**config.mk**
```make
export PLATFORM = sky130hd
export DESIGN_NAME = micro_seq_ctrl
export DESIGN_NICKNAME = d
export VERILOG_FILES = /design/src/rtl/cisc_ctrl_pkg.sv /design/src/rtl/mem_wait_timer.sv /design/src/rtl/micro_seq_ctrl.sv
export SDC_FILE = /design/constraint.sdc
export NUM_CORES = 1
export LEC_CHECK = 0
export ABC_AREA = 1
export CORE_ASPECT_RATIO = 1.2
export CORE_MARGIN = 8
export CORE_UTILIZATION = 33
export DETAILED_ROUTE_END_ITERATION = 10
export HOLD_SLACK_MARGIN = 0.1
export PLACE_DENSITY = 0.53
export SYNTH_ARGS = -nofsm -noshare
export SYNTH_HDL_FRONTEND = slang
export SYNTH_SLANG_ARGS = --single-unit
```
**constraint.sdc**
```tcl
create_clock -name clk1 -period 5.65 [get_ports clk1]
set_input_delay 0.8475 -clock clk1 [delete_from_list [all_inputs] [get_ports clk1]]
set_output_delay 0.8475 -clock clk1 [all_outputs]
set_load 0.01 [all_outputs]
```
**src/rtl/cisc_ctrl_pkg.sv**
```systemverilog
// rtl/cisc_ctrl_pkg.sv - shared states, microwords and opcode codes for the CISC microsequencer
package cisc_ctrl_pkg;

   typedef enum logic [3:0] {
      S_F_ADDR = 4'd0,
      S_F_WAIT = 4'd1,
      S_F_LOAD = 4'd2,
      S_DECODE = 4'd3,
      S_RR1    = 4'd4,
      S_RR2    = 4'd5,
      S_LD1    = 4'd6,
      S_LD2    = 4'd7,
      S_LD3    = 4'd8,
      S_ST1    = 4'd9,
      S_ST2    = 4'd10,
      S_JMP    = 4'd11,
      S_HALT   = 4'd12,
      S_FAULT  = 4'd13
   } state_t;

   localparam logic [1:0] CLS_MEM = 2'b11;
   localparam logic [1:0] SUB_LD  = 2'b00;
   localparam logic [1:0] SUB_ST  = 2'b01;
   localparam logic [1:0] SUB_JMP = 2'b10;

   localparam logic [15:0] CW_FETCH = 16'h5800;
   localparam logic [15:0] CW_IRLD  = 16'h0001;
   localparam logic [15:0] CW_RR1   = 16'hC1A0;
   localparam logic [15:0] CW_RR2   = 16'h01A0;
   localparam logic [15:0] CW_LD1   = 16'h1080;
   localparam logic [15:0] CW_LD2   = 16'h0600;
   localparam logic [15:0] CW_LD3   = 16'h0380;
   localparam logic [15:0] CW_ST1   = 16'h3080;
   localparam logic [15:0] CW_ST2   = 16'h0200;
   localparam logic [15:0] CW_JMP   = 16'h0880;

   function automatic logic [15:0] cw_of(state_t s);
      case (s)
         S_F_ADDR, S_F_WAIT: return CW_FETCH;
         S_F_LOAD:           return CW_IRLD;
         S_RR1:              return CW_RR1;
         S_RR2:              return CW_RR2;
         S_LD1:              return CW_LD1;
         S_LD2:              return CW_LD2;
         S_LD3:              return CW_LD3;
         S_ST1:              return CW_ST1;
         S_ST2:              return CW_ST2;
         S_JMP:              return CW_JMP;
         default:            return 16'h0000;
      endcase
   endfunction

   function automatic logic is_mem(state_t s);
      return s inside {S_F_ADDR, S_F_WAIT, S_LD1, S_ST1};
   endfunction

endpackage

```
**src/rtl/mem_wait_timer.sv**
```systemverilog
// rtl/mem_wait_timer.sv - counts stalled memory cycles and flags the one that exhausts the budget
module mem_wait_timer #(
   parameter int WAIT_MAX = 16
) (
   input  logic clk1,
   input  logic reset,
   input  logic clr,
   input  logic inc,
   output logic timeout
);

   localparam int CW = (WAIT_MAX < 2) ? 1 : $clog2(WAIT_MAX);

   logic [CW-1:0] cnt;

   always_ff @(posedge clk1) begin
      if (reset || clr)
         cnt <= '0;
      else if (inc)
         cnt <= cnt + CW'(1);
   end

   // Fires on the stalled cycle that would bring the count up to WAIT_MAX.
   assign timeout = inc && (cnt == CW'(WAIT_MAX - 1));

endmodule

```
**src/rtl/micro_seq_ctrl.sv**
```systemverilog
// rtl/micro_seq_ctrl.sv - fetch/decode/execute microsequencer driving the execution unit control word
module micro_seq_ctrl
   import cisc_ctrl_pkg::*;
#(
   parameter int WAIT_MAX = 16,
   parameter int CNT_W    = 16
) (
   input  logic             clk1,
   input  logic             reset,
   input  logic [7:0]       ire,
   input  logic             mem_rdy,
   input  logic             run,
   input  logic             halt_req,
   output logic [15:0]      cword,
   output logic             mem_req,
   output logic             mem_we,
   output logic             instr_done,
   output logic [CNT_W-1:0] instr_cnt,
   output logic             busy,
   output logic             halted,
   output logic             fault,
   output logic [3:0]       state
);

   state_t state_q, state_nxt, boundary;
   logic   timeout, done_nxt;
   logic   unused_ire;

   assign unused_ire = ^{ire[5:4], ire[1:0]};
   assign state      = state_q;

   // Every access starts from a non-request state, so a low mem_req clears the timer.
   mem_wait_timer #(.WAIT_MAX(WAIT_MAX)) u_timer (
      .clk1    (clk1),
      .reset   (reset),
      .clr     (!mem_req),
      .inc     (mem_req && !mem_rdy),
      .timeout (timeout)
   );

   always_comb begin
      boundary  = halt_req ? S_HALT : S_F_ADDR;
      state_nxt = state_q;
      case (state_q)
         // busy low in F_ADDR means the idle cycle after reset: enter the fetch properly.
         S_F_ADDR: if (!busy)       state_nxt = S_F_ADDR;
                   else if (mem_rdy) state_nxt = S_F_LOAD;
                   else if (timeout) state_nxt = S_FAULT;
                   else              state_nxt = S_F_WAIT;
         S_F_WAIT: if (mem_rdy)      state_nxt = S_F_LOAD;
                   else if (timeout) state_nxt = S_FAULT;
         S_F_LOAD: state_nxt = S_DECODE;
         S_DECODE: if (ire[7:6] != CLS_MEM) state_nxt = S_RR1;
                   else case (ire[3:2])
                      SUB_LD:  state_nxt = S_LD1;
                      SUB_ST:  state_nxt = S_ST1;
                      SUB_JMP: state_nxt = S_JMP;
                      default: state_nxt = S_HALT;
                   endcase
         S_RR1:    state_nxt = S_RR2;
         S_LD1:    if (mem_rdy)      state_nxt = S_LD2;
                   else if (timeout) state_nxt = S_FAULT;
         S_LD2:    state_nxt = S_LD3;
         S_ST1:    if (mem_rdy)      state_nxt = S_ST2;
                   else if (timeout) state_nxt = S_FAULT;
         S_RR2, S_LD3, S_ST2, S_JMP: state_nxt = boundary;
         S_HALT:   if (run) state_nxt = S_F_ADDR;
         S_FAULT:  state_nxt = S_FAULT;
         default:  state_nxt = S_F_ADDR;
      endcase
      done_nxt = (state_nxt inside {S_RR2, S_LD3, S_ST2, S_JMP}) ||
                 (state_nxt == S_HALT && state_q != S_HALT);
   end

   always_ff @(posedge clk1) begin
      if (reset) begin
         state_q    <= S_F_ADDR;
         cword      <= '0;
         mem_req    <= 1'b0;
         mem_we     <= 1'b0;
         instr_done <= 1'b0;
         instr_cnt  <= '0;
         busy       <= 1'b0;
         halted     <= 1'b0;
         fault      <= 1'b0;
      end else begin
         state_q    <= state_nxt;
         cword      <= cw_of(state_nxt);
         mem_req    <= is_mem(state_nxt);
         mem_we     <= (state_nxt == S_ST1);
         instr_done <= done_nxt;
         if (done_nxt)
            instr_cnt <= instr_cnt + CNT_W'(1);
         busy       <= !(state_nxt inside {S_HALT, S_FAULT});
         halted     <= (state_nxt == S_HALT);
         fault      <= (state_nxt == S_FAULT);
      end
   end

endmodule

```
**Floorplan with the power grid**

(4 px per um) Pins as bars on the die edge.
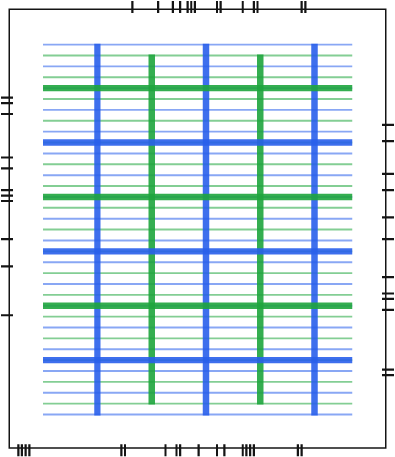
Key: VDD = green; VSS = blue
The core has 34 rows. 5 straps on met4. 6 straps on met5. 55 signal pins sit on the boundary.
Peak supply drop: 0.000211 V
Die Ht: 109 um
core area: 0.00715 mm^2
die span in x: 93.7 um

**Sizing map**

(2 px per um)
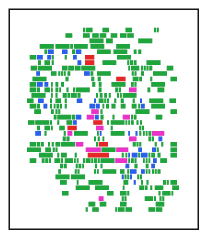
Key: x6 and larger = red [cells 7, share 1.9%]; x2 = blue [cells 40, share 11%]; x3 and x4 = magenta [cells 13, share 3.5%]; x1 and smaller = green [cells 309, share 84%]
Area growth, synth to finish: 25.7%
final worst setup slack: 2650 ps
post-route cell area: 0.00301 mm^2

==> reports/qor.yml <==
path_buffers: 4
cts_buffer_depth: 2
aoi_share_pct: 10.1
seq-power_mw: 0.389
rsz0062_at_grt: "false"
p_int_mw: 0.737
power_top_consumer: "combinational cells"
p_sw_share_pct: 46.4
initCoreUtil_pct: 33.5
worst_clock_skew_ps: 4.81
tap_cells: 90
p_comb_mw: 0.737
place_inst: 451
tool_warnings: 33
stdcell_count: 459
comb_share_pct: 44.9
seq_share_pct: 27.3
avgSynthCellArea_um2: 7.39
power_density_mw_per_mm2: 457
worstPathArrival_ps: 3190
critPathCaptureType: "flop"
n_all_inverters: 39
top_area_cell: "dfxtp_1"
status: "finished clean"
vias: 2150
pwr-share-seq_pct: 28.3
comb_cells: 235
finalSetupViolations: 0
cts_resized: 0
r2r_end: "instr_cnt[1]"
ys_warn_count: 0
cts_tree: "done"
largest_class: "logic gates"
netlist_instances: 324
timing.final.max_slew_violations: 0
edf_count: 0
hold_buffers: 0
crit_start: "ire[3]"
**Close-up of the layout**

Region (22, 52) to (72, 102) um. Cells in grey, sequential cells in the stronger grey; small squares are vias.
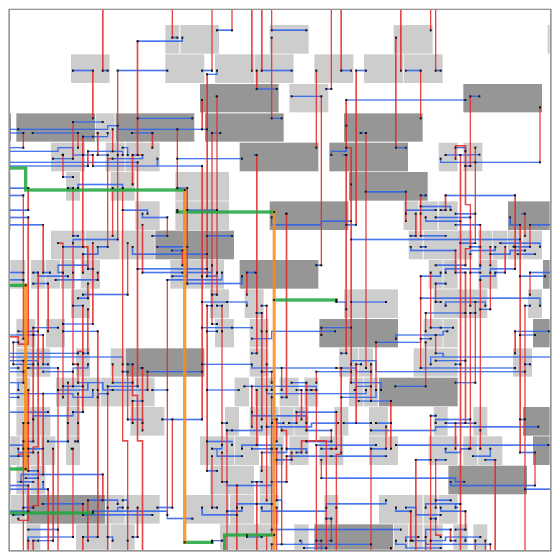
Key: M4 = orange; M2 = red; M3 = green; M1 = blue
Netlist names of flops here include cword (7), instr_cnt (5), u_timer.cnt (4). Sequential cells in the window: 19. Most frequent: nor2_1 (19), dfxtp_1 (19), nand3_1 (14). 144 logic cells have their middle in the window.

**Wire density map**

(3 px per um) 19 x 22 tiles, from dark purple (low) to yellow (high), scaled to the fullest tile. Values are wire area over tile area, all layers added.
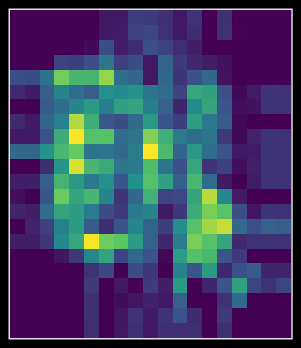
The densest ninth of the die: centre. The emptiest ninth of the die: upper right. 17% of the tiles are over half the peak. The mean over all tiles is 0.090.
final WL: 5.86 mm
all-layer global routing usage: 11.9%

[layout by cell type, fill, tap and decap left out, drive strengths merged]
cell,count
clkdlybuf4s50,45
conb,5
clkinvlp,1
bufinv,1
nor4,1
nand4,3
a211oi,1
nor3b,1
o21ai,9
o21a,1
buf,1
o21bai,1
nand2,68
clkbuf,6
a21oi,23
nand3b,2
dfxtp,41
nor2,50
nor3,8
ha,6
xor2,9
nand3,39
xnor2,6
o211ai,1
inv,39
a22oi,1
[per-layer routing]
| metal | GRT usage, % | share of wire, % |
|---|---|---|
| met2 | 22.0 | 52 |
| met1 | 12.9 | 41 |
| met5 | 0 | 0 |
| met3 | 2.60 | 5.1 |
| met4 | 4.09 | 1.6 |
Power figures rest on the tool's default switching activity, not on a simulated workload.
